File: src/rtl/arb_pkg.sv
// rtl/arb_pkg.sv - shared types and constants for the instruction/data memory port arbiter
package arb_pkg;

    typedef enum logic [1:0] {
        IDLE  = 2'd0,
        ISSUE = 2'd1,
        WAIT  = 2'd2,
        RESP  = 2'd3
    } arb_state_t;

    localparam logic GRANT_INSTR = 1'b0;
    localparam logic GRANT_DATA  = 1'b1;

    typedef enum logic [1:0] {
        SIZE_BYTE = 2'd0,
        SIZE_HALF = 2'd1,
        SIZE_WORD = 2'd2,
        SIZE_RSVD = 2'd3
    } mem_size_t;

    // A lone full slot wins outright; on a tie the requester that did not
    // win last time goes next, so neither side can be starved.
    function automatic logic pick_grant(input logic instr_full,
                                        input logic data_full,
                                        input logic last_grant);
        if (instr_full && data_full) begin
            return ~last_grant;
        end
        return data_full ? GRANT_DATA : GRANT_INSTR;
    endfunction

endpackage

File: src/rtl/req_slot.sv
// rtl/req_slot.sv - one-entry request holding register with full flag
// Ports:
//   clk, rst                      clock, synchronous active-high reset
//   load                          capture we/addr/size/wdata and mark full
//   clear                         drop the held request (slot becomes empty)
//   we, addr, size, wdata         incoming request fields
//   full                          slot holds a request
//   slot_we/addr/size/wdata       held request fields
import arb_pkg::*;

module req_slot #(
    parameter int ADDR_W = 32,
    parameter int DATA_W = 32
) (
    input  logic              clk,
    input  logic              rst,
    input  logic              load,
    input  logic              clear,
    input  logic              we,
    input  logic [ADDR_W-1:0] addr,
    input  logic [1:0]        size,
    input  logic [DATA_W-1:0] wdata,
    output logic              full,
    output logic              slot_we,
    output logic [ADDR_W-1:0] slot_addr,
    output logic [1:0]        slot_size,
    output logic [DATA_W-1:0] slot_wdata
);

    // load only happens while empty and clear only while full, so the two
    // never collide; load is still given priority for clarity.
    always_ff @(posedge clk) begin
        if (rst) begin
            full       <= 1'b0;
            slot_we    <= 1'b0;
            slot_addr  <= '0;
            slot_size  <= SIZE_BYTE;
            slot_wdata <= '0;
        end else if (load) begin
            full       <= 1'b1;
            slot_we    <= we;
            slot_addr  <= addr;
            slot_size  <= size;
            slot_wdata <= wdata;
        end else if (clear) begin
            full <= 1'b0;
        end
    end

endmodule

File: src/rtl/mem_port_arbiter.sv
// rtl/mem_port_arbiter.sv - round-robin sharing of one memory port between fetch and load/store
// Ports:
//   clk, rst                                   clock, synchronous active-high reset
//   instr_req/addr/size, instr_ready           fetch request handshake
//   instr_rvalid, instr_rdata                  fetch response (one-cycle pulse, data held)
//   data_req/we/addr/size/wdata, data_ready    load/store request handshake
//   data_rvalid, data_rdata                    load/store response (rdata only updated by loads)
//   mem_req/we/addr/size/wdata, mem_rdata      memory port; rdata valid MEM_LAT cycles after mem_req
//   busy                                       an access is in flight
import arb_pkg::*;

module mem_port_arbiter #(
    parameter int ADDR_W  = 32,
    parameter int DATA_W  = 32,
    parameter int MEM_LAT = 2
) (
    input  logic              clk,
    input  logic              rst,
    input  logic              instr_req,
    input  logic [ADDR_W-1:0] instr_addr,
    input  logic [1:0]        instr_size,
    output logic              instr_ready,
    output logic              instr_rvalid,
    output logic [DATA_W-1:0] instr_rdata,
    input  logic              data_req,
    input  logic              data_we,
    input  logic [ADDR_W-1:0] data_addr,
    input  logic [1:0]        data_size,
    input  logic [DATA_W-1:0] data_wdata,
    output logic              data_ready,
    output logic              data_rvalid,
    output logic [DATA_W-1:0] data_rdata,
    output logic              mem_req,
    output logic              mem_we,
    output logic [ADDR_W-1:0] mem_addr,
    output logic [1:0]        mem_size,
    output logic [DATA_W-1:0] mem_wdata,
    input  logic [DATA_W-1:0] mem_rdata,
    output logic              busy
);

    arb_state_t state, state_nx;
    logic       grant, grant_nx, last_grant;
    logic [3:0] cnt;

    logic              i_full, i_we, d_full, d_we;
    logic [ADDR_W-1:0] i_addr, d_addr;
    logic [1:0]        i_size, d_size;
    logic [DATA_W-1:0] i_wdata, d_wdata;

    assign instr_ready = ~i_full;
    assign data_ready  = ~d_full;
    assign busy        = (state != IDLE);

    req_slot #(.ADDR_W(ADDR_W), .DATA_W(DATA_W)) u_instr_slot (
        .clk        (clk),
        .rst        (rst),
        .load       (instr_req && instr_ready),
        .clear      (state == RESP && grant == GRANT_INSTR),
        .we         (1'b0),
        .addr       (instr_addr),
        .size       (instr_size),
        .wdata      ('0),
        .full       (i_full),
        .slot_we    (i_we),
        .slot_addr  (i_addr),
        .slot_size  (i_size),
        .slot_wdata (i_wdata)
    );

    req_slot #(.ADDR_W(ADDR_W), .DATA_W(DATA_W)) u_data_slot (
        .clk        (clk),
        .rst        (rst),
        .load       (data_req && data_ready),
        .clear      (state == RESP && grant == GRANT_DATA),
        .we         (data_we),
        .addr       (data_addr),
        .size       (data_size),
        .wdata      (data_wdata),
        .full       (d_full),
        .slot_we    (d_we),
        .slot_addr  (d_addr),
        .slot_size  (d_size),
        .slot_wdata (d_wdata)
    );

    always_comb begin
        state_nx = state;
        grant_nx = pick_grant(i_full, d_full, last_grant);
        case (state)
            IDLE:    if (i_full || d_full) state_nx = ISSUE;
            ISSUE:   state_nx = WAIT;
            WAIT:    if (cnt == 4'd0) state_nx = RESP;
            RESP:    state_nx = IDLE;
            default: state_nx = IDLE;
        endcase
    end

    // All memory and response outputs are registered: the memory fields are
    // loaded on the IDLE->ISSUE edge so they appear with mem_req and then
    // stay put until the next issue.
    always_ff @(posedge clk) begin
        if (rst) begin
            state        <= IDLE;
            grant        <= GRANT_INSTR;
            last_grant   <= GRANT_INSTR;
            cnt          <= 4'd0;
            mem_req      <= 1'b0;
            mem_we       <= 1'b0;
            mem_addr     <= '0;
            mem_size     <= SIZE_BYTE;
            mem_wdata    <= '0;
            instr_rvalid <= 1'b0;
            data_rvalid  <= 1'b0;
            instr_rdata  <= '0;
            data_rdata   <= '0;
        end else begin
            state        <= state_nx;
            mem_req      <= 1'b0;
            instr_rvalid <= 1'b0;
            data_rvalid  <= 1'b0;
            case (state)
                IDLE: begin
                    if (i_full || d_full) begin
                        grant     <= grant_nx;
                        mem_req   <= 1'b1;
                        mem_we    <= grant_nx ? d_we    : i_we;
                        mem_addr  <= grant_nx ? d_addr  : i_addr;
                        mem_size  <= grant_nx ? d_size  : i_size;
                        mem_wdata <= grant_nx ? d_wdata : i_wdata;
                    end
                end
                ISSUE: begin
                    last_grant <= grant;
                    cnt        <= 4'(MEM_LAT - 1);
                end
                WAIT: begin
                    if (cnt == 4'd0) begin
                        if (grant == GRANT_INSTR) begin
                            instr_rdata  <= mem_rdata;
                            instr_rvalid <= 1'b1;
                        end else begin
                            if (!mem_we) data_rdata <= mem_rdata;
                            data_rvalid <= 1'b1;
                        end
                    end else begin
                        cnt <= cnt - 4'd1;
                    end
                end
                default: ;
            endcase
        end
    end

endmodule

File: config.mk
export PLATFORM = sky130hd
export DESIGN_NAME = mem_port_arbiter
export DESIGN_NICKNAME = d
export VERILOG_FILES = /design/src/rtl/arb_pkg.sv /design/src/rtl/req_slot.sv /design/src/rtl/mem_port_arbiter.sv
export SDC_FILE = /design/constraint.sdc
export NUM_CORES = 1
export LEC_CHECK = 0
export CORE_AREA = 2 2 144 146
export DETAILED_ROUTE_END_ITERATION = 8
export DIE_AREA = 0 0 146 148
export GPL_TIMING_DRIVEN = 0
export PLACE_DENSITY = 0.83
export SETUP_SLACK_MARGIN = 0.4
export SLEW_MARGIN = 10
export SYNTH_ARGS = -nofsm -noshare
export SYNTH_HDL_FRONTEND = slang
export SYNTH_SLANG_ARGS = --single-unit
File: constraint.sdc
create_clock -name clk -period 2 [get_ports clk]
set_input_delay 0.5 -clock clk [delete_from_list [all_inputs] [get_ports clk]]
set_output_delay 0.5 -clock clk [all_outputs]
set_load 0.05 [all_outputs]
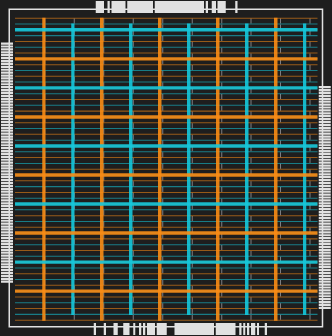
*Floorplan with the power grid*
Pins as bars on the die edge. Tap cells in gray.
color	net
cyan	VDD
orange	VSS
met5 straps	10
met1 rails	53
rows	52

==> Slide: Implementation Results <==
Key Metrics from the Run

Outcome
  – Status: finished with violations
  – Violated checks: setup timing

Worst setup path
  – Reg2reg setup slack: around 0.090 ns
  – Critical Path Stages: 6
  – Crit path DAT: 1.51 ns
  – Worst setup path endpoint: busy
  – Startpoint Class: flip-flop
  – Worst path required time: 1.50 ns
  – FF-to-FF Start: cnt[1]$_SDFFE_PP0P_

Die
  – Total die area: roughly 22000 um2

Yosys
  – Synth cell types: 34
  – Cells after Synth: between 1000 and 1500
  – Top_reg_cell synth: dfxtp_1
  – Top area cell types: dfxtp_1, nand2_1, mux2i_1
  – Synth Seq Share: 53.2%
  – Most frequent cell after synthesis: dfxtp_1
  – Main logic family: simple AND/OR/NAND/NOR gates

Routing
  – TritonRoute pass-1 iters: 5
  – DR WL/cell: 18.7 um
  – Final WL: slightly above 30 mm
  – Met2 WL: approximately 15 mm

Flow run
  – Maxcap violations: 0

Clock tree
  – CTS root buffer: clkbuf_16
  – Post-CTS Setup Bufs: 12
  – Clock tree buffer depth: 3
  – H-tree depth: 1

Final layout
  – Sequential cell area share: 34.9%
  – MI comb area: 4240 um2
  – Fill cells: roughly 1500
  – CLK BUF: 33
  – FF/Latch Area: approximately 4900 um2
  – Share of cells above drive strength 1: ~25%

Worst hold path
  – Hold endpoint: u_data_slot.slot_addr[7]$_SDFFE_PP0P_
  – Hold path start: u_data_slot.slot_addr[7]$_SDFFE_PP0P_

Power
  – Cell Pwr Density: 1170 nW/um2
  – Clk. pwr: 4.54 mW
  – Power in combinational cells: around 6.3 mW
  – Worst VDD drop: a little under 0.7 mV

Timing
  – Worst Slack Setup Final: -0.00921 ns
  – Worst Tran Pin Value: ~0.63 ns
  – Setup violators final: 1
  – Final hold violation count: 0

Place
  – Placed Instance Area: 12300 um2

Global route
  – Grt total ovfl: 0
  – Tot GR Track Use: 26.2%
  – Largest net degree at the start of global routing: 16
  – First-pass GRT wire length: ~46 mm
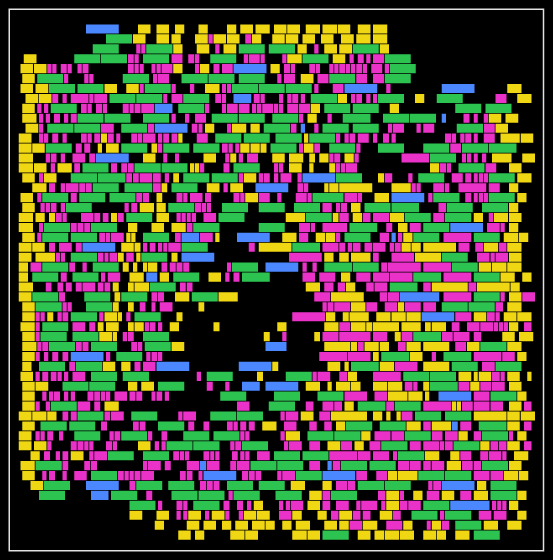
*Cells colored by class*
color	class	cells	share of their area
magenta	remaining logic cells	696	31%
yellow	remaining buffers and delay cells	402	27%
green	registers	245	36%
blue	clock drivers and dummy loads	39	5.7%

Power and IR drop assume default switching activity.
